<file path="config.mk">
export PLATFORM = sky130hd
export DESIGN_NAME = vector_alu_sequencer
export DESIGN_NICKNAME = d
export VERILOG_FILES = /design/src/rtl/vector_alu_sequencer.sv
export SDC_FILE = /design/constraint.sdc
export NUM_CORES = 1
export LEC_CHECK = 0
export CAP_MARGIN = 20
export CORE_MARGIN = 2
export CORE_UTILIZATION = 26
export DETAILED_ROUTE_END_ITERATION = 7
export MAX_ROUTING_LAYER = met4
export PLACE_DENSITY = 0.59
export SYNTH_ARGS = -nofsm -noshare
export SYNTH_HDL_FRONTEND = slang
export SYNTH_SLANG_ARGS = --single-unit
</file>
<file path="constraint.sdc">
create_clock -name clk -period 1.9 [get_ports clk]
set_input_delay 0.38 -clock clk [delete_from_list [all_inputs] [get_ports clk]]
set_output_delay 0.38 -clock clk [all_outputs]
set_load 0.02 [all_outputs]
</file>
<file path="src/rtl/vector_alu_sequencer.sv">
// vector_alu_sequencer
//   Runs one full-width vector ALU op (addv/subv/mulv/xor class) through a
//   narrower shared ALU slice. The operands and the op are latched on Start.
//   One chunk of ALU_LANES elements is issued per cycle, lowest chunk first.
//   Each chunk result is written back into the full-width Result, and the
//   upstream pipeline is stalled until the op completes.
//
// Optional feature (macro VSEQ_ZERO_FLAG_EN):
//   When defined, ResultZero is a sticky "whole result is zero" flag. It is
//   valid in DONE and held until the next accepted Start.
//   When undefined, ResultZero is tied to 0.
//
// Ports:
//   clk, reset    clock and synchronous active-high reset
//   Start         vector ALU op valid from the execute stage
//   ALUControlIn  op from the ALU decoder
//   SrcA, SrcB    full-width vector operands (element 0 in the LSBs)
//   AluA, AluB    chunk operands to the shared ALU (0 outside RUN)
//   AluControl    op to the shared ALU (0 outside RUN)
//   AluResult     combinational chunk result from the shared ALU
//   Stall         hold the upstream pipeline
//   Busy          sequencer not idle
//   Done          one-cycle pulse, Result valid
//   Result        assembled vector result
//   ResultZero    zero flag for the vector branch/flag path
module vector_alu_sequencer #(
  parameter int LANES     = 16,
  parameter int ALU_LANES = 4,
  parameter int ELEM_W    = 8
) (
  input  logic                        clk,
  input  logic                        reset,
  input  logic                        Start,
  input  logic [2:0]                  ALUControlIn,
  input  logic [LANES*ELEM_W-1:0]     SrcA,
  input  logic [LANES*ELEM_W-1:0]     SrcB,
  output logic [ALU_LANES*ELEM_W-1:0] AluA,
  output logic [ALU_LANES*ELEM_W-1:0] AluB,
  output logic [2:0]                  AluControl,
  input  logic [ALU_LANES*ELEM_W-1:0] AluResult,
  output logic                        Stall,
  output logic                        Busy,
  output logic                        Done,
  output logic [LANES*ELEM_W-1:0]     Result,
  output logic                        ResultZero
);

  localparam int PASSES  = LANES / ALU_LANES;
  localparam int CW      = (PASSES > 1) ? $clog2(PASSES) : 1;
  localparam int CHUNK_W = ALU_LANES * ELEM_W;

  typedef enum logic [1:0] {IDLE, RUN, DONE} state_t;

  // Latched request; operands are viewed as PASSES chunks of ALU_LANES elements.
  typedef struct packed {
    logic [2:0]                       op;
    logic [PASSES-1:0][CHUNK_W-1:0]   a;
    logic [PASSES-1:0][CHUNK_W-1:0]   b;
  } req_t;

  state_t                         state, state_n;
  logic [CW-1:0]                  cnt;
  req_t                           req;
  logic [PASSES-1:0][CHUNK_W-1:0] res;
  logic                           accept, last;

  assign accept = (state == IDLE) && Start;
  assign last   = (cnt == CW'(PASSES-1));

  // Next-state logic.
  always_comb begin
    state_n = state;
    case (state)
      IDLE:    if (Start) state_n = RUN;
      RUN:     if (last)  state_n = DONE;
      DONE:    state_n = IDLE;
      default: state_n = IDLE;
    endcase
  end

  // State, counter, operand latch and result assembly.
  always_ff @(posedge clk) begin
    if (reset) begin
      state <= IDLE;
      cnt   <= '0;
      req   <= '0;
      res   <= '0;
    end else begin
      state <= state_n;
      if (accept) begin
        req.op <= ALUControlIn;
        req.a  <= SrcA;
        req.b  <= SrcB;
        cnt    <= '0;
      end else if (state == RUN) begin
        cnt <= last ? '0 : cnt + 1'b1;
        // The loop over chunks keeps the select in range when PASSES is 1.
        for (int p = 0; p < PASSES; p++)
          if (cnt == CW'(p)) res[p] <= AluResult;
      end
    end
  end

  // Chunk issue. Outputs are forced to 0 outside RUN so the shared ALU sees quiet inputs.
  always_comb begin
    AluA       = '0;
    AluB       = '0;
    AluControl = '0;
    if (state == RUN) begin
      AluControl = req.op;
      for (int p = 0; p < PASSES; p++)
        if (cnt == CW'(p)) begin
          AluA = req.a[p];
          AluB = req.b[p];
        end
    end
  end

  assign Result = res;
  assign Busy   = (state != IDLE);
  assign Done   = (state == DONE);
  // Stall drops in DONE so the pipeline advances on the same cycle as Done.
  assign Stall  = (state == RUN) || accept;

`ifdef VSEQ_ZERO_FLAG_EN
  logic zflag;

  // The first RUN cycle seeds the AND-chain instead of reading the value
  // that was cleared on accept.
  always_ff @(posedge clk) begin
    if (reset)
      zflag <= 1'b0;
    else if (accept)
      zflag <= 1'b0;
    else if (state == RUN)
      zflag <= ((cnt == '0) ? 1'b1 : zflag) & (AluResult == '0);
  end

  assign ResultZero = zflag;
`else
  assign ResultZero = 1'b0;
`endif

endmodule

</file>
**Run 1: metal layers overlaid**

Two of the layers only.
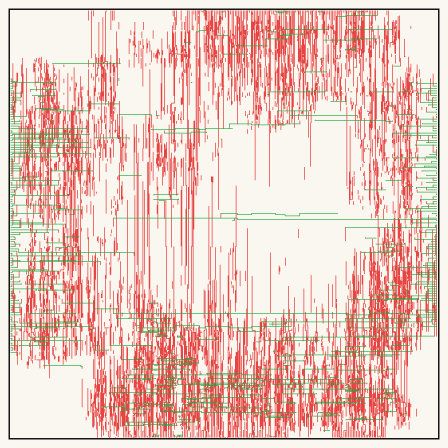
metal 3: in green, wire length 6,030 um. metal 2: in red, wire length 36.2 mm.
overall routing resource usage: 20.9%
via count: 17,400
total wire length after detailed routing: 76.5 mm
final routed wire length divided by cell count: 22.2 um

**Run 1: metal 1**

Supply wires on this layer in gray.
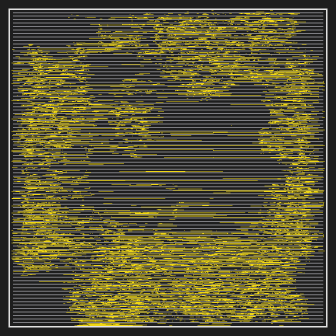
The layer carries 31.7 mm of wire. 2,667 nets have wire on it. The wires run mostly horizontal. The layer holds 41% of the routed length.

**Run 1: clock nets**

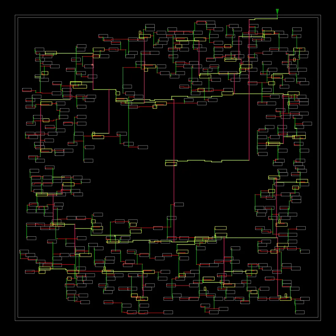
sequential cell count of the final layout: 391
CTS Buf Count: 46
reported clock group power: 9.06 mW

**Run 1: the metal 4 layer**

Supply wires on this layer in gray.
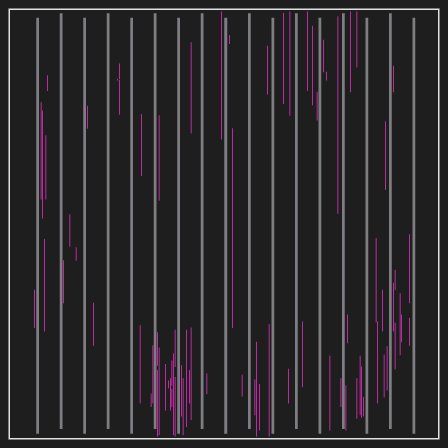
The wires run mostly vertical. The longest straight run is 115 um.

==> Table 3: Implementation characteristics, run 1 <==
Physical implementation characteristics

Parameter                              Value

Detailed routing
  Number of design rule violations left after detail routing    0
  DR vias/cell    5.03
  Number of iterations in the first detailed-routing pass    7
  Metal2 WL    36.2 mm
  Antenna violation net count after detailed routing    0
  DRT met1 WL    31.7 mm
  Met3 Routed Length    6.03 mm
  Drt initial violations    1,185

Cells and area
  Flip-flop count of the largest register, all copies and words added    259
  Final cell utilization of the core    48.4%
  Combinational gates    1,451
  Non-clock inverter count in the final layout    3
  Commonest cells after routing, fill and taps aside    sky130_fd_sc_hd__nand2_1, sky130_fd_sc_hd__dfxtp_1, sky130_fd_sc_hd__clkdlybuf4s50_1
  Final-layout fill cell count    5,351
  Antenna diode instance count    11
  Non-clock buffering overhead    30.6%
  Count of plain and timing-repair buffers in the layout    737
  Reg area    7840 um2
  Final non-filler cell area    28,400 um2
  Logic area    9340 um2
  Final non-filler cell total    3,448
  Register ranked first by flip-flop count    req

Synth
  Number of synthesized register bits    391
  Multiplexer share of the synthesized area    0%
  Cell total in the yosys stat output    2,018
  Ys Warns    0
  Cell with the most instances after synthesis    sky130_fd_sc_hd__nand2_1
  Number of synthesized flops with an enable pin    0
  Adders+Majority by Area    0.326%
  Post-synthesis xor/xnor area fraction    0%
  Mean area per synthesized cell    7.60 um2
  Area leader share    51.0%
  Register area share after synthesis    51.0%
  Biggest area consumer among synthesized cells    sky130_fd_sc_hd__dfxtp_1
  Cell area after synthesis    15,300 um2
  Post-synthesis async set-or-reset flop share    0%
  Dominant cells by area after synthesis    sky130_fd_sc_hd__dfxtp_1, sky130_fd_sc_hd__nand2_1, sky130_fd_sc_hd__a21oi_1
  Synth logic family    simple AND/OR/NAND/NOR gates
  Number of standard cells after synthesis    2,018
  Most numerous cell types in the synthesized netlist    sky130_fd_sc_hd__nand2_1, sky130_fd_sc_hd__dfxtp_1, sky130_fd_sc_hd__a21oi_1
  Total cell area reported by yosys after synthesis    15,300 um2
  Syn Nets    2,316
  Aoi/oai-family share of the synthesized area    20.6%
  Netlist cell types    26

Global route
  Met1 Usage GRT    26.4%
  Layer carrying the most global-route usage    met2
  Global-route wire length before repair    95.5 mm
  GR Util met3    4.87%
  GR Util met2    33.6%
  Number of antenna violations at the first check in global routing    11

STA
  Setup slack after layout    -1.03 ns
  Worst hold-check slack    0.200 ns
  Post-route setup TNS    -79.37 ns
  Final Skew    0.0106 ns
  Final Hold Viols    0
  Time the final worst path needs with I/O delays and setup    2.93 ns
  Top achievable clock speed    342 MHz
  Max Transition Viols Final    0
  Final cycle utilization of the critical path    154%
  Setup-failing EPs final    332
  Unrepaired setup endpoints after global routing    true

Floorplan
  Starting density of the core    26.1%
  Total I/O pin count    493
  Vertical extent of the die    247 um
  Well tap count    773
  Chip Area    60,900 um2
  Chip width    247 um
  Row Count    89
  Core region area    58,700 um2

Setup path
  Bufs and invs on worst path    8
  Register-to-register path setup slack    -0.19 ns
  Capture point of the worst path    AluB[4]
  Standard cell with the maximum stage delay on the critical path    sky130_fd_sc_hd__dfxtp_4
  Crit path arrival time    2.55 ns
  Stages on worst setup path    12
  Cell count of the worst reg-to-reg path    12
  Worst Setup SP    cnt[0]
  Most frequent cell on the critical path    sky130_fd_sc_hd__buf_6
  CP peak stage delay    0.39 ns
  Startpoint type of the worst setup path    register
  Destination of the worst register-to-register timing path    req[64]
  Worst Path Max Fanout    5
  Crit-path leading delay family    buffers and inverters

Clock tree
  # clock sinks    391
  TritonCTS clock tree    built
  Number of buffers inserted to repair setup after CTS    48
  Clock latency on the worst-skew pair    0.57 ns
  Clock-pin slew of the registers on the worst-case setup and hold paths    0.06 ns
  Number of hold buffers added after CTS    0

Power and ir drop
  Total power consumption of the routed design    23.3 mW
  Internal power consumption    16.7 mW
  Total leakage power    11.4 nW
  Sequential Power Share    38.6%
  Total power per unit cell area    819 nW/um2
  Combinational share of power    22.4%
  Switching fraction of total power    28.2%
  Power spent charging and discharging nets    6.56 mW

Place
  Weighted congestion reported at the end of routability-driven placement    0.904
  Worst setup timing slack at the placement stage    -0.911 ns
  Placed inst area    21,600 um2
  Placed wire-length estimate    43.3 mm
  # placed instances    3,206

Hold path
  Count of cells along the worst hold path    2

Run
  Max-cap violations    0

Outcome
  Run status    finished with violations
  Failing checks    setup timing
==> run 2: changes to the inputs <==
ABC_AREA = 1   (was not set)
CELL_PAD_IN_SITES_DETAIL_PLACEMENT = 0   (was not set)
CELL_PAD_IN_SITES_GLOBAL_PLACEMENT = 1   (was not set)
PLACE_DENSITY = 0.75   (was 0.59)
TNS_END_PERCENT = 100   (was not set)
**Run 2: metal 1**

Supply wires on this layer in gray.
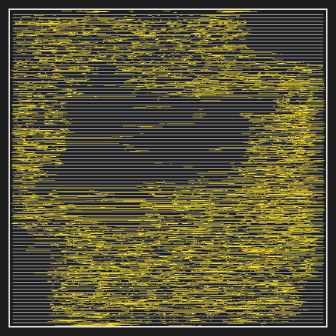
The layer carries 31.0 mm of wire. 3,155 nets have wire on it.
total wire length after detailed routing: 70.1 mm
met1 Usage GRT: 25.8%
via count: 17,400

==> run 2 against run 1 <==
  * The run still ends with setup timing left
  * Clock skew increased by 0.012 ns
  * Area after synthesis is 8.2% higher
  * Critical path depth down 3
  * Via count grew 0.37%
  * Sequential power up 1%
  * Worst setup slack better by 0.43 ns
  * Worst hold slack better by 0.22 ns
==> Table 3: Implementation characteristics, run 2 <==
Physical implementation characteristics

Parameter                              Value

Power and ir drop
  Total power per unit cell area    832 nW/um2 (+1.7%)
  Total power consumption of the routed design    21.8 mW (-6.5%)
  Sequential Power Share    41.8% (+3.2 points)
  Total leakage power    12.2 nW (+7.2%)
  Combinational share of power    17.5% (-4.9 points)
  Clk network pwr share    40.8%
  Largest power group    sequential cells
  Switching fraction of total power    27.4% (-0.77 points)
  Power spent charging and discharging nets    5.97 mW (-9.1%)
  Largest voltage drop on the vdd net    607 uV
  Reported clock group power    8.87 mW (-2%)
  Internal power consumption    15.8 mW (-5.5%)

STA
  Worst hold-check slack    0.418 ns (+0.218 ns)
  Setup-failing EPs final    64 (-81%)
  Max Transition Viols Final    0 (unchanged)
  Final cycle utilization of the critical path    132% (-22 points)
  Final Hold Viols    0 (unchanged)
  Unrepaired setup endpoints after global routing    true
  Setup slack after layout    -0.600 ns (+0.426 ns)
  Post-route setup TNS    -33.57 ns (+45.80 ns)
  Time the final worst path needs with I/O delays and setup    2.50 ns (-0.426 ns)
  Top achievable clock speed    400 MHz (+17%)
  Final Skew    0.0226 ns (+0.0120 ns)

Clock tree
  Post-cts sizing count    571
  TritonCTS clock tree    built
  Clock latency on the worst-skew pair    0.58 ns (about the same)
  Clock-pin slew of the registers on the worst-case setup and hold paths    0.06 ns (about the same)
  Number of hold buffers added after CTS    0 (unchanged)
  CTS Buf Count    46 (unchanged)
  Cell at the root of the clock tree    sky130_fd_sc_hd__clkbuf_16
  # clock sinks    391 (unchanged)
  Number of buffers inserted to repair setup after CTS    9 (-81%)

Setup path
  Destination of the worst register-to-register timing path    Result[125]
  Critical path capture point type    primary output
  Launch point of the worst reg-to-reg path    cnt[0]
  CP peak stage delay    0.37 ns (-0.02 ns)
  Standard cell with the maximum stage delay on the critical path    sky130_fd_sc_hd__dfxtp_4
  Stages on worst setup path    9 (-3)
  Register-to-register path setup slack    0.12 ns (+0.31 ns)
  Startpoint type of the worst setup path    register
  Worst Path Max Fanout    9 (+4)
  Crit-path leading delay family    buffers and inverters
  Cell count of the worst reg-to-reg path    9 (-3)
  Crit path arrival time    2.12 ns (-0.43 ns)
  Capture point of the worst path    AluB[2]
  Most frequent cell on the critical path    sky130_fd_sc_hd__buf_12
  Bufs and invs on worst path    5 (-3)
  Worst Setup SP    cnt[0]

Detailed routing
  DRT met1 WL    31.0 mm (-2.3%)
  Antenna violation net count after detailed routing    0 (unchanged)
  Met3 Routed Length    3.77 mm (-38%)
  DR vias/cell    4.42 (-12%)
  Metal2 WL    33.7 mm (-6.8%)
  Number of iterations in the first detailed-routing pass    5 (-2)
  Final routed wire length divided by cell count    17.8 um (-20%)
  Number of design rule violations left after detail routing    0 (unchanged)
  Drt initial violations    1,064 (-10%)

Global route
  GR Util met3    3.93% (-0.94 points)
  Final global-route overflow total    0
  Layer carrying the most global-route usage    met2
  Global-route wire length before repair    103 mm (+7.7%)
  Number of antenna violations at the first check in global routing    9 (-2)
  GR Util met2    34.4% (+0.79 points)
  Overall routing resource usage    20.8% (-0.12 points)

Cells and area
  Logic area    8000 um2 (-14%)
  Antenna diode instance count    10 (-1)
  Final non-filler cell area    26,100 um2 (-8.1%)
  Count of plain and timing-repair buffers in the layout    644 (-13%)
  Final nets    3,354
  Commonest cells after routing, fill and taps aside    sky130_fd_sc_hd__nor2_1, sky130_fd_sc_hd__nand2_1, sky130_fd_sc_hd__dfxtp_1
  Final-layout fill cell count    6,668 (+25%)
  Flip-flop count of the largest register, all copies and words added    259 (unchanged)
  Area growth from synthesis to final layout    57.5%
  Combinational gates    1,783 (+23%)
  Reg area    7840 um2 (about the same)
  Sequential cell count of the final layout    391 (unchanged)
  Non-clock inverter count in the final layout    190 (+187)
  Register ranked first by flip-flop count    req
  Non-clock buffering overhead    26.6% (-4.0 points)
  Final non-filler cell total    3,945 (+14%)
  Final cell utilization of the core    41.4% (-7.0 points)

Hold path
  Worst Hold Class    input pin to register
  Worst-case hold path end point    req[20]
  Count of cells along the worst hold path    3 (+1)
  Hold path startpoint    SrcB[20]

Synth
  Number of standard cells after synthesis    2,537 (+26%)
  Netlist cell types    17 (-35%)
  Post-synthesis xor/xnor area fraction    0% (unchanged)
  Synth logic family    simple AND/OR/NAND/NOR gates
  Most numerous cell types in the synthesized netlist    sky130_fd_sc_hd__nor2_1, sky130_fd_sc_hd__nand2_1, sky130_fd_sc_hd__dfxtp_1
  Cell area after synthesis    16,600 um2 (+8.2%)
  Ys Warns    0 (unchanged)
  Dominant cells by area after synthesis    sky130_fd_sc_hd__dfxtp_1, sky130_fd_sc_hd__nor2_1, sky130_fd_sc_hd__nand2_1
  Area leader share    47.2% (-3.9 points)
  Post-synthesis async set-or-reset flop share    0% (unchanged)
  Cell with the most instances after synthesis    sky130_fd_sc_hd__nor2_1
  Simple logic cell fraction of the synthesized area    31.1%
  Syn Nets    2,835 (+22%)
  Number of synthesized register bits    391 (unchanged)
  Number of synthesized flops with an enable pin    0 (unchanged)
  Biggest area consumer among synthesized cells    sky130_fd_sc_hd__dfxtp_1
  Total cell area reported by yosys after synthesis    16,600 um2 (+8.2%)
  Adders+Majority by Area    0.302% (-0.025 points)
  Multiplexer share of the synthesized area    0% (unchanged)
  Mean area per synthesized cell    6.54 um2 (-14%)
  Register area share after synthesis    47.2% (-3.9 points)
  Cell total in the yosys stat output    2,537 (+26%)
  Aoi/oai-family share of the synthesized area    12.7% (-7.9 points)

Outcome
  Failing checks    setup timing
  Run status    finished with violations

Place
  # placed instances    3,825 (+19%)
  Tally of buffers added on design ports    491
  Weighted congestion reported at the end of routability-driven placement    0.832 (-7.9%)
  Placed wire-length estimate    48.1 mm (+11%)
  Worst setup timing slack at the placement stage    -0.538 ns (+0.373 ns)
  Placed inst area    23,600 um2 (+9.1%)

Floorplan
  Core region area    63,100 um2 (+7.5%)
  Row Count    92 (+3.4%)
  Starting density of the core    26.3% (+0.17 points)
  Chip width    257 um (+4.0%)
  Vertical extent of the die    257 um (+4.0%)
  Well tap count    846 (+9.4%)
  Chip Area    65,900 um2 (+8.1%)
  Total I/O pin count    493 (unchanged)

Run
  Max-cap violations    0 (unchanged)
==> run 3: changes to the inputs <==
CORE_ASPECT_RATIO = 1.25   (was not set)
clock period = 2.65 ns   (was 1.9 ns; I/O delays follow)
**Run 3: metal 1**

Supply wires on this layer in gray.
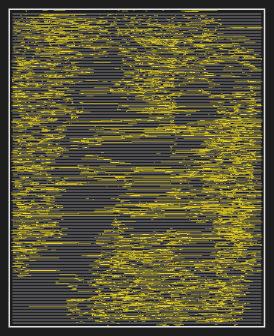
The layer carries 28.1 mm of wire. The layer holds 41% of the routed length. 3,056 nets have wire on it. The wires run mostly horizontal.
via count: 17,100
total wire length after detailed routing: 67.8 mm
met1 Usage GRT: 23.5%

==> run 3 against run 2 <==
  * The run still ends with setup timing left
  * Area after synthesis unchanged
  * Wire length decreased by 3.2%
  * Critical path depth decreased by 1
  * Synthesized cell count unchanged
  * First-iteration DRC count decreased by 16%
  * Register-to-register slack improved by 0.57 ns
  * Combinational power decreased by 33%
  * Die area about the same
  * Sequential power decreased by 28%
  * Global-route usage decreased by 0.44 points
  * Highest routed layer unchanged
==> Table 3: Implementation characteristics, run 3 <==
Physical implementation characteristics

Parameter                              Value

Outcome
  Run status    finished with violations
  Failing checks    setup timing

Global route
  GR Util met3    6.06% (+2.1 points)
  GR Util met2    34.0% (-0.33 points)
  Overall routing resource usage    20.4% (-0.44 points)
  Global-route wire length before repair    101 mm (-2.0%)
  Final global-route overflow total    0 (unchanged)

Place
  # placed instances    3,758 (-1.8%)
  Placed wire-length estimate    45.8 mm (-4.8%)
  Tally of buffers added on design ports    491 (unchanged)
  Worst setup timing slack at the placement stage    -0.0606 ns (+0.478 ns)
  Placed inst area    22,700 um2 (-3.8%)

Cells and area
  Non-clock inverter count in the final layout    190 (unchanged)
  Flip-flop count of the largest register, all copies and words added    259 (unchanged)
  Count of plain and timing-repair buffers in the layout    578 (-10%)
  Final-layout fill cell count    6,654 (-0.21%)
  Logic area    7800 um2 (-2.5%)
  Non-clock buffering overhead    24.4% (-2.2 points)
  Combinational gates    1,783 (unchanged)
  Final non-filler cell area    25,200 um2 (-3.7%)
  Final non-filler cell total    3,887 (-1.5%)
  Antenna diode instance count    23 (+13)
  Sequential cell count of the final layout    391 (unchanged)
  Register ranked first by flip-flop count    req
  Final nets    3,287 (-2.0%)
  Final cell utilization of the core    39.8% (-1.6 points)

STA
  Post-route setup TNS    -0.0102 ns (+33.56 ns)
  Setup slack after layout    -0.0102 ns (+0.590 ns)
  Final Hold Viols    0 (unchanged)
  Setup-failing EPs final    1 (-98%)
  Worst hold-check slack    0.477 ns (+0.0589 ns)
  Top achievable clock speed    376 MHz
  Max Transition Viols Final    0 (unchanged)
  Time the final worst path needs with I/O delays and setup    2.66 ns
  Final Skew    0.0184 ns (-0.00421 ns)

Floorplan
  Vertical extent of the die    286 um (+12%)
  Core region area    63,100 um2 (+0.11%)
  Starting density of the core    26.3% (-0.028 points)
  Chip width    230 um (-10%)
  Row Count    103 (+12%)

Clock tree
  TritonCTS clock tree    built
  Number of buffers inserted to repair setup after CTS    12 (+3)
  CTS Buf Count    45 (-2.2%)
  Clock latency on the worst-skew pair    0.57 ns (about the same)
  Cell at the root of the clock tree    sky130_fd_sc_hd__clkbuf_16
  Post-cts sizing count    336 (-41%)

Detailed routing
  Number of design rule violations left after detail routing    0 (unchanged)
  DR vias/cell    4.41 (-0.24%)
  Final routed wire length divided by cell count    17.5 um (-1.8%)
  Met3 Routed Length    5.22 mm (+38%)
  Number of iterations in the first detailed-routing pass    5 (unchanged)

Hold path
  Worst Hold Class    register to register
  Hold path startpoint    req[119]
  Worst-case hold path end point    req[119]
  Count of cells along the worst hold path    2 (-1)

Setup path
  Crit path arrival time    2.13 ns (about the same)
  Worst Setup SP    cnt[0]
  Destination of the worst register-to-register timing path    Result[29]
  Stages on worst setup path    8 (-1)
  Bufs and invs on worst path    4 (-1)
  Register-to-register path setup slack    0.69 ns (+0.57 ns)
  Cell count of the worst reg-to-reg path    9 (unchanged)
  Capture point of the worst path    AluA[18]
  Launch point of the worst reg-to-reg path    state[1]
  Crit-path leading delay family    buffers and inverters
  Critical path capture point type    primary output
  Standard cell with the maximum stage delay on the critical path    sky130_fd_sc_hd__dfxtp_4

Power and ir drop
  Total leakage power    11.1 nW (-8.7%)
  Total power consumption of the routed design    15.6 mW (-28%)
  Reported clock group power    6.52 mW (-26%)
  Combinational share of power    16.3% (-1.2 points)
  Internal power consumption    11.4 mW (-28%)
  Sequential Power Share    41.8% (about the same)
  Switching fraction of total power    26.9% (-0.50 points)
  Largest power group    the clock network
  Power spent charging and discharging nets    4.19 mW (-30%)
  Clk network pwr share    41.9% (+1.1 points)

Synth
  Syn Nets    2,835 (unchanged)
  Number of synthesized register bits    391 (unchanged)
  Netlist cell types    17 (unchanged)
  Cell area after synthesis    16,600 um2 (unchanged)
  Simple logic cell fraction of the synthesized area    31.1% (unchanged)
  Biggest area consumer among synthesized cells    sky130_fd_sc_hd__dfxtp_1
  Adders+Majority by Area    0.302% (unchanged)
  Register area share after synthesis    47.2% (unchanged)
  Total cell area reported by yosys after synthesis    16,600 um2 (unchanged)
  Cell with the most instances after synthesis    sky130_fd_sc_hd__nor2_1
  Most numerous cell types in the synthesized netlist    sky130_fd_sc_hd__nor2_1, sky130_fd_sc_hd__nand2_1, sky130_fd_sc_hd__dfxtp_1
  Number of standard cells after synthesis    2,537 (unchanged)
  Cell total in the yosys stat output    2,537 (unchanged)
  Aoi/oai-family share of the synthesized area    12.7% (unchanged)
  Synth logic family    simple AND/OR/NAND/NOR gates
  Mean area per synthesized cell    6.54 um2 (unchanged)
  Area leader share    47.2% (unchanged)

Run
  Max-cap violations    0 (unchanged)
No activity file was given, so power comes from the tool's default toggle rates.
